==> config.mk <==
export PLATFORM = sky130hd
export DESIGN_NAME = multicycle_control_fsm
export DESIGN_NICKNAME = d
export VERILOG_FILES = /design/src/rtl/multicycle_control_fsm.sv
export SDC_FILE = /design/constraint.sdc
export NUM_CORES = 1
export LEC_CHECK = 0
export CAP_MARGIN = 20
export CORE_UTILIZATION = 36
export CTS_CLUSTER_DIAMETER = 50
export DETAILED_ROUTE_END_ITERATION = 8
export MAX_ROUTING_LAYER = met4
export PLACE_DENSITY = 0.88
export REMOVE_ABC_BUFFERS = 1
export SETUP_SLACK_MARGIN = 0.5
export SYNTH_ARGS = -nofsm -noshare
export SYNTH_HDL_FRONTEND = slang
export SYNTH_SLANG_ARGS = --single-unit
==> constraint.sdc <==
create_clock -name clk -period 3.4 [get_ports clk]
set_clock_uncertainty 0.2 [all_clocks]
set_input_delay 0.68 -clock clk [delete_from_list [all_inputs] [get_ports clk]]
set_output_delay 0.68 -clock clk [all_outputs]
set_load 0.05 [all_outputs]
==> src/rtl/multicycle_control_fsm.sv <==
// Main controller for the multi-cycle MIPS datapath: fetch/decode/execute/memory/writeback sequencing.
// Optional performance counters are built when CTRL_PERF_CNT_EN is defined.
module multicycle_control_fsm #(
    parameter int CNT_W = 32
) (
    input  logic             clk,
    input  logic             reset,
    input  logic [5:0]       opcode,
    input  logic [5:0]       funct,
    input  logic             regs_equal,
    input  logic             mem_ready,
    output logic             pc_write,
    output logic [1:0]       pc_src,
    output logic             ir_write,
    output logic             i_or_d,
    output logic             mem_read,
    output logic             mem_write,
    output logic             reg_write,
    output logic [1:0]       reg_dst,
    output logic [1:0]       mem_to_reg,
    output logic             alu_src_a,
    output logic [1:0]       alu_src_b,
    output logic [2:0]       alu_op,
    output logic             illegal,
    output logic [3:0]       state_o,
    output logic [CNT_W-1:0] cycle_cnt,
    output logic [CNT_W-1:0] instr_cnt
);

    localparam logic [3:0] FETCH     = 4'd0;
    localparam logic [3:0] DECODE    = 4'd1;
    localparam logic [3:0] EXEC_R    = 4'd2;
    localparam logic [3:0] EXEC_I    = 4'd3;
    localparam logic [3:0] MEM_ADDR  = 4'd4;
    localparam logic [3:0] MEM_READ  = 4'd5;
    localparam logic [3:0] MEM_WRITE = 4'd6;
    localparam logic [3:0] WB_ALU    = 4'd7;
    localparam logic [3:0] WB_I      = 4'd8;
    localparam logic [3:0] WB_MEM    = 4'd9;
    localparam logic [3:0] BRANCH    = 4'd10;
    localparam logic [3:0] JUMP      = 4'd11;
    localparam logic [3:0] JR        = 4'd12;
    localparam logic [3:0] HALT      = 4'd13;

    localparam logic [5:0] OP_RTYPE = 6'b000000;
    localparam logic [5:0] OP_ADDI  = 6'b001000;
    localparam logic [5:0] OP_ORI   = 6'b001101;
    localparam logic [5:0] OP_ANDI  = 6'b001100;
    localparam logic [5:0] OP_LW    = 6'b100011;
    localparam logic [5:0] OP_SW    = 6'b101011;
    localparam logic [5:0] OP_BEQ   = 6'b000100;
    localparam logic [5:0] OP_BNE   = 6'b000101;
    localparam logic [5:0] OP_J     = 6'b000010;
    localparam logic [5:0] OP_JAL   = 6'b000011;
    localparam logic [5:0] FN_JR    = 6'b001000;

    logic [3:0] state;
    logic [3:0] next_state;
    logic       illegal_q;

    always_ff @(posedge clk) begin
        if (!reset) begin
            state     <= FETCH;
            illegal_q <= 1'b0;
        end else begin
            state <= next_state;
            if (next_state == HALT)
                illegal_q <= 1'b1;
        end
    end

    always_comb begin
        next_state = state;
        case (state)
            FETCH:     if (mem_ready) next_state = DECODE;
            DECODE: begin
                case (opcode)
                    OP_RTYPE:               next_state = (funct == FN_JR) ? JR : EXEC_R;
                    OP_ADDI, OP_ORI, OP_ANDI: next_state = EXEC_I;
                    OP_LW, OP_SW:           next_state = MEM_ADDR;
                    OP_BEQ, OP_BNE:         next_state = BRANCH;
                    OP_J, OP_JAL:           next_state = JUMP;
                    default:                next_state = HALT;
                endcase
            end
            EXEC_R:    next_state = WB_ALU;
            EXEC_I:    next_state = WB_I;
            MEM_ADDR:  next_state = (opcode == OP_LW) ? MEM_READ : MEM_WRITE;
            MEM_READ:  if (mem_ready) next_state = WB_MEM;
            MEM_WRITE: if (mem_ready) next_state = FETCH;
            WB_ALU, WB_I, WB_MEM, BRANCH, JUMP, JR: next_state = FETCH;
            HALT:      next_state = HALT;
            default:   next_state = FETCH;
        endcase
    end

    // Everything is held at zero while reset is low so an aborted instruction writes nothing.
    always_comb begin
        pc_write   = 1'b0;
        pc_src     = 2'b00;
        ir_write   = 1'b0;
        i_or_d     = 1'b0;
        mem_read   = 1'b0;
        mem_write  = 1'b0;
        reg_write  = 1'b0;
        reg_dst    = 2'b00;
        mem_to_reg = 2'b00;
        alu_src_a  = 1'b0;
        alu_src_b  = 2'b00;
        alu_op     = 3'b000;
        if (reset) begin
            case (state)
                FETCH: begin
                    mem_read  = 1'b1;
                    alu_src_b = 2'b01;
                    alu_op    = 3'b100;
                    ir_write  = mem_ready;
                    pc_write  = mem_ready;
                end
                DECODE: begin
                    alu_src_b = 2'b11;
                    alu_op    = 3'b100;
                end
                EXEC_R: begin
                    alu_src_a = 1'b1;
                    alu_op    = 3'b111;
                end
                EXEC_I: begin
                    alu_src_a = 1'b1;
                    alu_src_b = 2'b10;
                    case (opcode)
                        OP_ORI:  alu_op = 3'b101;
                        OP_ANDI: alu_op = 3'b011;
                        default: alu_op = 3'b100;
                    endcase
                end
                MEM_ADDR: begin
                    alu_src_a = 1'b1;
                    alu_src_b = 2'b10;
                    alu_op    = (opcode == OP_LW) ? 3'b010 : 3'b110;
                end
                MEM_READ: begin
                    mem_read = 1'b1;
                    i_or_d   = 1'b1;
                end
                MEM_WRITE: begin
                    mem_write = 1'b1;
                    i_or_d    = 1'b1;
                end
                WB_ALU: begin
                    reg_write = 1'b1;
                    reg_dst   = 2'b01;
                end
                WB_I: reg_write = 1'b1;
                WB_MEM: begin
                    reg_write  = 1'b1;
                    mem_to_reg = 2'b01;
                end
                BRANCH: begin
                    pc_src   = 2'b01;
                    pc_write = regs_equal ^ (opcode == OP_BNE);
                end
                JUMP: begin
                    pc_write = 1'b1;
                    pc_src   = 2'b10;
                    if (opcode == OP_JAL) begin
                        reg_write  = 1'b1;
                        reg_dst    = 2'b10;
                        mem_to_reg = 2'b10;
                    end
                end
                JR: begin
                    pc_write = 1'b1;
                    pc_src   = 2'b11;
                end
                default: ;
            endcase
        end
    end

    assign state_o = reset ? state : FETCH;
    assign illegal = reset & illegal_q;

`ifdef CTRL_PERF_CNT_EN
    logic [CNT_W-1:0] cycle_q;
    logic [CNT_W-1:0] instr_q;
    logic             retire;

    // An instruction retires on the cycle its final state hands control back to FETCH.
    always_comb begin
        retire = 1'b0;
        if (next_state == FETCH) begin
            case (state)
                WB_ALU, WB_I, WB_MEM, MEM_WRITE, BRANCH, JUMP, JR: retire = 1'b1;
                default: retire = 1'b0;
            endcase
        end
    end

    always_ff @(posedge clk) begin
        if (!reset) begin
            cycle_q <= '0;
            instr_q <= '0;
        end else if (state != HALT) begin
            cycle_q <= cycle_q + CNT_W'(1);
            if (retire)
                instr_q <= instr_q + CNT_W'(1);
        end
    end

    assign cycle_cnt = reset ? cycle_q : '0;
    assign instr_cnt = reset ? instr_q : '0;
`else
    assign cycle_cnt = '0;
    assign instr_cnt = '0;
`endif

endmodule

==> run_1/class_map.png <==
Scale bar: 20 um. Fill, decap, tap and diode cells in gray.
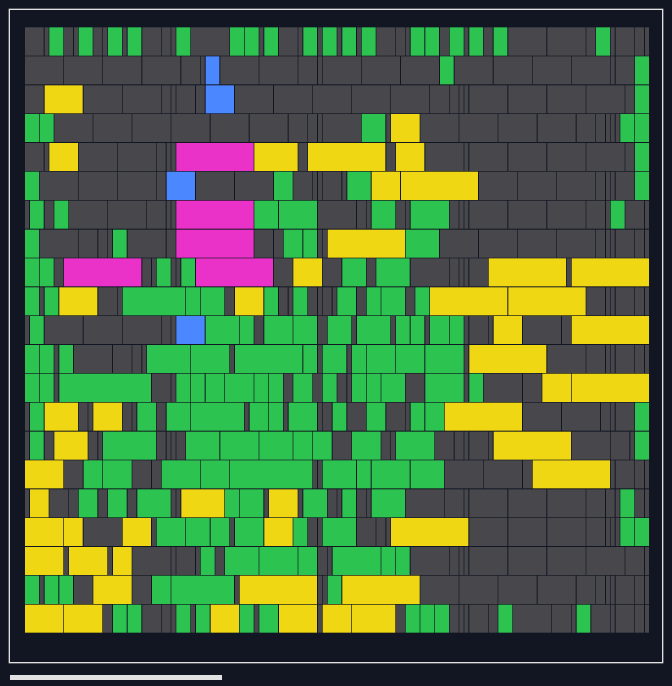
- registers: magenta (cells 5; share of their area 5.9%)
- remaining logic cells: green (cells 171; share of their area 58%)
- remaining buffers and delay cells: yellow (cells 48; share of their area 35%)
- clock drivers and dummy loads: blue (cells 4; share of their area 1.6%)
Design Area, Final: 0.00175 sq mm
num rows: 21
final cell utilization of the core: 52.1%

==> run_1/floorplan.png <==
Pins as bars on the die edge. Tap cells in gray.
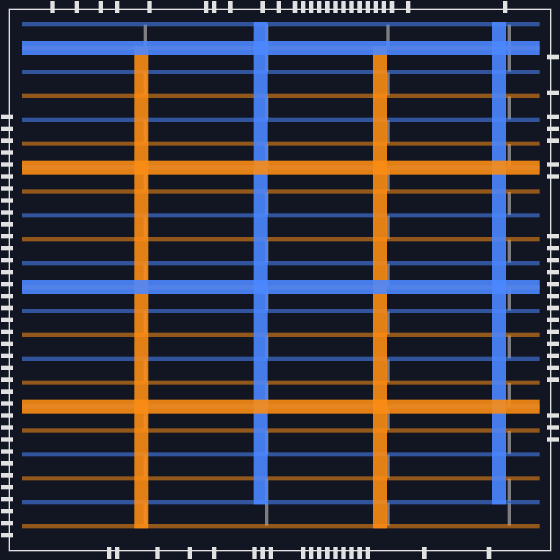
- VDD: blue
- VSS: orange
- rows: 21
- tap cells: 46
- met4 straps: 4

==> run_1/placed.png <==
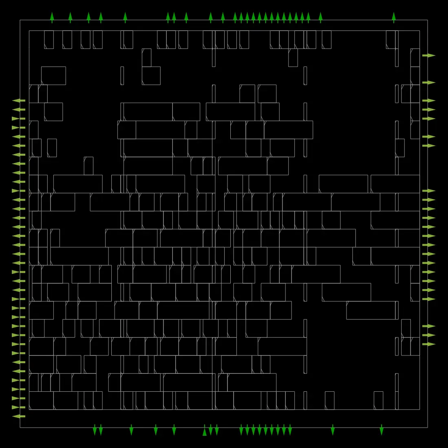
flop share of the area: 5.71%
Core Box Area: 0.00336 sq mm
TAP cells: 46

==> results.py, run 1 <==
# Generated from Yosys and OpenROAD reports
metrics = {
    "run_status": {
        "status": "complete, no violations",
    },
    "global_routing": {
        "grt_use_total_pct": 15.7,
        "grt_pass1_wl_mm": 4.48,
        "antenna_found_initial": 0,
        "grt_pass1_vias": 1003,
        "grt_start_max_net_pins": 21,
        "overflow": 0,
    },
    "yosys": {
        "yosys.stat.seqShare_pct": 7.87,
        "yosys-stat-area_sq_mm": 0.00127,
        "yosys_register_bits": 5,
        "top_cell": "buf_4",
        "ys_top_cells_by_count": "buf_4 (65), nor2_1 (14), nand2_1 (12), a21oi_1 (11), nor3_1 (10)",
        "synthArstFlopShare_pct": 0,
        "top_area_share_pct": 38.3,
        "largest_area_cell": "buf_4",
        "syn-instance-count": 188,
        "syn_area_sq_mm": 0.00127,
        "synth_cell_types": 44,
        "syn_area_per_cell_sq_um": 6.77,
        "ff_type": "dfxtp_1",
        "area_leaders": "buf_4 (38%), dfxtp_1 (7.9%), a21oi_1 (4.3%)",
        "edf_count": 0,
        "synth_warnings": 0,
        "synth_stat.cells": 188,
    },
    "place": {
        "gp_congestion": 0.900,
        "io_buffers": 38,
        "dp.cells": 267,
        "place_hpwl_mm": 2.20,
    },
    "routing": {
        "drc": 0,
        "wirelength_mm": 2.94,
        "vias": 1262,
        "drt_iter0_drc": 19,
        "dr.pass1.iters": 4,
        "postRouteAntennaNets": 0,
        "viasPerCell": 4.61,
        "wire_per_inst_um": 10.7,
    },
    "job": {
        "warnings": 27,
        "drv_cap": 0,
    },
    "clocking": {
        "insertion_delay_ns": 0.24,
        "clock-sinks": 5,
        "numCtsBuffers": 3,
        "clk_pin_slew_worst_paths_ns": 0.04,
        "clock_path_buffers": 2,
        "h-tree-depth": 1,
        "cts_tree": "built",
        "clockRootBuffer": "clkbuf_4",
    },
    "sta": {
        "relSlewSlack_pct": 65.0,
        "tightest_slew_ns": 0.521,
        "maxSlewViolCount": 0,
        "finalCritPeriodShare_pct": 88.4,
        "finalCriticalPeriod_ns": 3.01,
        "clock.fmax_mhz": 333,
        "hold_violations": 0,
        "rsz0062_at_grt": "yes",
        "setup_viol": 0,
        "hold_slack_ns": 0.250,
    },
    "worst_setup_path": {
        "cp.arrival_ns": 2.13,
        "crit_slowest_cell": "clkdlybuf4s50_1",
        "path_cells": "clkdlybuf4s50_1 -> buf_6 -> nand2_1 -> a211oi_1 -> buf_12",
        "crit_path_max_incr_delay_ns": 0.53,
        "cp_data_required_time_ns": 2.52,
        "crit_path_max_fanout": 8,
        "worstSetupEndpointType": "primary output",
        "path_class": "input pin to primary output",
        "critPathLaunchType": "input pin",
    },
    "finish": {
        "antenna_cells": 0,
        "finalNetCount": 245,
        "drive_above_1_share_pct": 26.3,
        "nFillCells": 340,
        "syn_to_final_growth_pct": 37.7,
        "fin_cells": 274,
    },
    "worst_hold_path": {
        "min_path_type": "register to register",
    },
    "pwr": {
        "leakagePower_nw": 0.786,
        "p_per_area_mw_per_mm2": 648,
        "vdd_drop_max_uv": 292,
        "total_power_mw": 1.13,
    },
    "floorplan": {
        "dieHeight_um": 61.5,
        "io_pins": 103,
        "die_area_sq_mm": 0.00378,
        "fp_util_pct": 37.8,
        "die_w_um": 61.5,
    },
}
[run 1: cells in the final DEF, fill, tap and decap left out, types with 3 or more instances in the layout]
master / synthesis / layout
conb_1: 1 / 64
buf_12: 0 / 16
nor2_1: 14 / 14
buf_4: 65 / 14
nand2_1: 12 / 11
clkdlybuf4s50_1: 0 / 9
a21oi_1: 11 / 8
inv_1: 6 / 6
nor3_2: 0 / 5
dfxtp_1: 5 / 5
nand3_1: 6 / 4
nor3_1: 10 / 4
nand2b_1: 3 / 3
o21ai_0: 3 / 3
a21oi_2: 0 / 3
and2_1: 3 / 3
o21a_1: 3 / 3
o211ai_1: 3 / 3
clkbuf_4: 0 / 3
buf_6: 0 / 3
[run 1: final cells by class]
class | count | area, sq um | share of cell area (%)
Clock buffer | 4 | 26.3 | 1.50
Timing Repair Buffer | 48 | 592 | 33.8
Inverter | 7 | 26.3 | 1.50
Tap cell | 46 | 57.6 | 3.29
Sequential cell | 5 | 100 | 5.71
Multi-Input combinational cell | 164 | 950 | 54.2
[run 1: per-stage QoR]
step                setup TNS, ns  cell area (sq um)  setup slack (ns)
floorplan                   -1.40                980            -0.702
global placement                0               1610             0.144
detailed placement              0               1610            0.0978
CTS                             0               1710             0.420
global route                    0               1750             0.341
finish                          0               1750             0.394
[run 1: routing by layer]
metal  global-route usage, %  vias to the layer above  share of wire, %
li1                        -                      587                 -
met1                    18.8                      578                37
met2                    27.5                       91                52
met3                    2.31                        6                10
met4                    4.13                        0              0.99
met5                       -                        -                 0
[run 1: worst max-delay path: cells and delay by family]
family,cells,cell delay (ns)
buf+inv,3,0.89
compound gates,1,0.48
simple gates,1,0.08
[run 1: where the power goes]
part           internal (mW)  switching, mW  leakage, nW
clock                 0.0444         0.0241       0.0150
sequential            0.0794         0.0389       0.0409
combinational          0.312          0.636        0.730
[run 1: registers in the layout, indices dropped and copies added, names as in the netlist]
signal,cells
state,4
illegal_q,1
[run 1: timing repair]
item | 4_1_cts | 5_1_grt
hold buffers | 0 | 0
buffers inserted | 1 | 2
pin swaps | 10 | 8
resized | 23 | 15
setup endpoints to repair | 10 | 12
[run 1: path summary, 6_finish.rpt]
path	slack, ns	cells after the start	start	end
min reg2reg	0.25	2	illegal_q	illegal_q
max	0.39	5	reset	alu_op[0]
min	0.25	2	illegal_q	illegal_q
max reg2reg	1.39	5	state[2]	illegal_q
[run 1: logic make-up (layout without fill, tap and decap cells)]
kind of cell,count (synthesis),in the layout,synth area share [%]
other,1,64,0.295
AOI/OAI and AO/OA,35,35,20.4
xor gates and xnor gates,3,3,2.07
buffers and inverters,82,59,43.7
and+or+nand+nor,62,62,25.8
DFF,5,5,7.87
--- run 2 (diff from run 1) ---
REMOVE_ABC_BUFFERS = unset   (was 1)
==> run_2/class_map.png <==
Scale bar: 20 um. Fill, decap, tap and diode cells in gray.
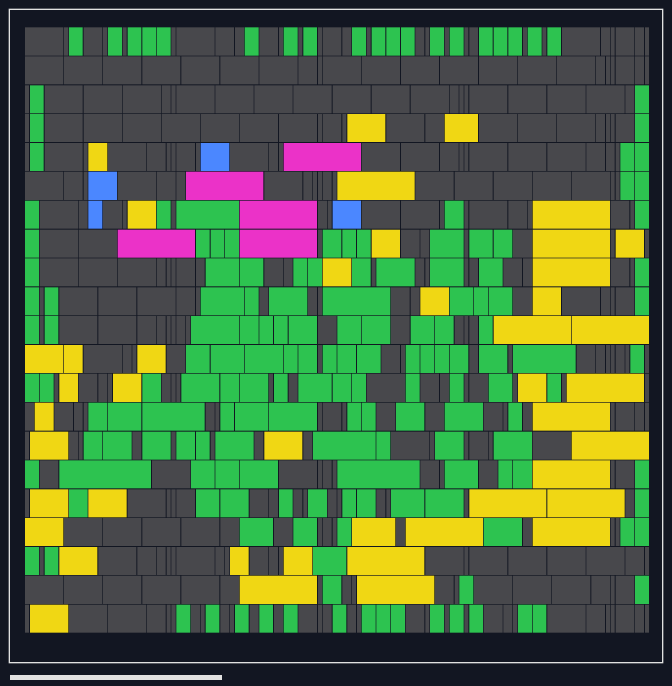
- remaining buffers and delay cells: yellow (cells 43; share of their area 33%)
- clock drivers and dummy loads: blue (cells 4; share of their area 1.6%)
- registers: magenta (cells 5; share of their area 6.0%)
- remaining logic cells: green (cells 171; share of their area 59%)
final cell utilization of the core: 51.0%
Design Area, Final: 0.00171 sq mm
flop share of the area: 5.84%

==> run_2/m2.png <==
Scale bar: 20 um.
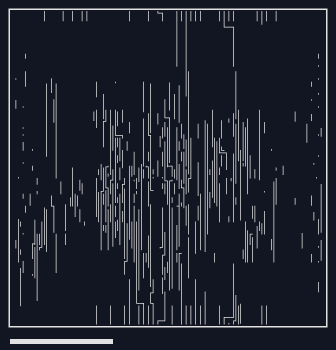
- wire length on this layer: 1390 um
- longest straight run: 25.5 um
- main direction: vertical
- share of all routed wire: 52%

==> run 2 against run 1 <==
Against the previous run:
- power shrank 0.23%
- first-iteration DRC count grew 16%
- utilization shrank 1.1 points
- final area shrank 2.1%
- sequential share of layout area grew 0.13 points
- worst setup slack gained 0.19 ns
- clock power shrank 2%
- largest power group unchanged
==> results.py, run 2 <==
# Generated from Yosys and OpenROAD reports
metrics = {
    "worst_hold_path": {
        "min_path_type": "register to register",
    },
    "sta": {
        "hold_violations": 0,
        "finalCriticalPeriod_ns": 2.81,
        "finalCritPeriodShare_pct": 82.8,
        "rsz0062_at_grt": "no",
        "hold_slack_ns": 0.250,
        "clock.fmax_mhz": 355,
        "setup_viol": 0,
        "maxSlewViolCount": 0,
    },
    "worst_setup_path": {
        "crit_path_max_incr_delay_ns": 0.36,
        "path_cells": "clkdlybuf4s15_1 -> nor3_4 -> nand3_2 -> or3_1 -> a2bb2oi_1 -> nor2_1 -> buf_6",
        "worstSetupEndpointType": "primary output",
        "crit_path_max_fanout": 3,
        "path_class": "input pin to primary output",
        "crit_slowest_cell": "or3_1",
        "critPathLaunchType": "input pin",
        "cp_data_required_time_ns": 2.52,
        "cp.arrival_ns": 1.93,
    },
    "yosys": {
        "synth_warnings": 0,
        "largest_area_cell": "buf_4",
        "yosys_register_bits": 5,
        "edf_count": 0,
        "synth_stat.cells": 188,
        "syn_area_sq_mm": 0.00127,
        "syn-instance-count": 188,
        "area_leaders": "buf_4 (38%), dfxtp_1 (7.9%), a21oi_1 (4.3%)",
        "ys_top_cells_by_count": "buf_4 (65), nor2_1 (14), nand2_1 (12), a21oi_1 (11), nor3_1 (10)",
        "yosys-stat-area_sq_mm": 0.00127,
        "ff_type": "dfxtp_1",
        "syn_area_per_cell_sq_um": 6.77,
        "top_cell": "buf_4",
        "top_area_share_pct": 38.3,
    },
    "clocking": {
        "cts_setup_buffers": 0,
        "cts_hold_buf": 0,
        "clockRootBuffer": "clkbuf_4",
        "clock_path_buffers": 2,
        "clk_pin_slew_worst_paths_ns": 0.04,
    },
    "finish": {
        "drive_above_1_share_pct": 25.6,
        "largest_register_ffs": 4,
        "reg.largest.list": "state x4, illegal_q x1",
        "regMostFlops": "state",
        "finalNetCount": 240,
        "nFillCells": 334,
        "final_cell_mix": "conb_1 (64), buf_12 (17), nor2_1 (14), nand2_1 (12)",
        "syn_to_final_growth_pct": 34.7,
        "final_common_cell": "conb_1",
    },
    "floorplan": {
        "die_area_sq_mm": 0.00378,
        "rows": 21,
        "die_w_um": 61.5,
        "fp_util_pct": 37.8,
        "dieHeight_um": 61.5,
        "io_pins": 103,
    },
    "run_status": {
        "status": "complete, no violations",
    },
    "routing": {
        "drc": 0,
        "drt_iter0_drc": 22,
        "wirelength_mm": 2.68,
        "met1_length_mm": 1.04,
        "wl_met3_um": 254,
        "wl_met2_mm": 1.39,
        "vias": 1208,
        "routed.top_layer": "met3",
        "wire_per_inst_um": 9.97,
        "postRouteAntennaNets": 0,
    },
    "pwr": {
        "switching_share_pct": 61.5,
        "clkPwrFrac_pct": 5.9,
        "combPwrFrac_pct": 83.7,
        "internal_power_mw": 0.436,
        "leakagePower_nw": 0.773,
        "vdd_drop_max_uv": 295,
        "p_per_area_mw_per_mm2": 660,
    },
    "global_routing": {
        "grt_use_total_pct": 14.9,
        "antenna_found_initial": 0,
        "grt_start_max_net_pins": 21,
        "grt_pass1_vias": 962,
        "overflow": 0,
        "grt_pass1_wl_mm": 4.20,
    },
    "place": {
        "io_buffers": 38,
        "gp_congestion": 0.913,
    },
    "job": {
        "warnings": 28,
        "drv_cap": 0,
    },
}
[run 2: cell counts after synthesis]
No cell type changed its count.
[run 2: what timing repair did]
item / 4_1_cts / 5_1_grt
pin swaps: 4 / 5
resized: 18 / 15
setup endpoints to repair: 11 / 6
[run 2: cells by family (layout without fill, tap and decap cells)]
group | count (synthesis) | count (layout) | synth area share [%]
other | 1 | 64 | 0.295
DFF | 5 | 5 | 7.87
xor gates and xnor gates | 3 | 3 | 2.07
buffers and inverters | 82 | 54 | 43.7
and+or+nand+nor | 62 | 62 | 25.8
AOI/OAI and AO/OA | 35 | 35 | 20.4
[run 2: critical path: cells and delay by family]
kind	cells	cell delay [ns]
buffers and inverters	2	0.38
AND/OR/NAND/NOR	4	0.74
AND-OR/OR-AND	1	0.13
[run 2: through the flow]
stage / total power [mW] / setup slack, ns / std cells / cell area (sq um)
floorplan: 0.826 / 0.248 / 251 / 1540
global placement: 1.03 / 0.128 / 265 / 1640
detailed placement: 1.04 / 0.0634 / 265 / 1640
CTS: 1.13 / 0.451 / 269 / 1710
global route: 1.21 / 0.511 / 269 / 1710
finish: 1.13 / 0.585 / 269 / 1710
[run 2: power groups by stage]
stage | Combinational, mW | Sequential (mW) | Clock [mW]
floorplan | 0.734 | 0.0919 | 0
global placement | 0.912 | 0.116 | 0
detailed placement | 0.924 | 0.117 | 0
CTS | 0.946 | 0.116 | 0.0712
global route | 1.01 | 0.122 | 0.0746
finish | 0.948 | 0.117 | 0.0671
[run 2: metal layers]
metal  vias to the layer above  track usage [%]
li1                        583                -
met1                       549             19.0
met2                        76             24.7
met3                         0             3.78
met4                         0             1.27
met5                         -                -
[run 2: final timing paths]
kind | end | slack (ns) | from | cells after the start
max | alu_op[2] | 0.59 | opcode[1] | 7
min | illegal_q | 0.25 | illegal_q | 2
max reg2reg | illegal_q | 1.40 | state[2] | 5
min reg2reg | illegal_q | 0.25 | illegal_q | 2
[run 2: layout make-up]
type	count	area, sq um	share of cell area [%]
Clock buffer	4	26.3	1.53
Inverter	7	26.3	1.53
Multi-Input combinational cell	164	953	55.6
Sequential cell	5	100	5.84
Tap cell	46	57.6	3.36
Timing Repair Buffer	43	551	32.1
Power figures rest on the tool's default switching activity, not on a simulated workload.
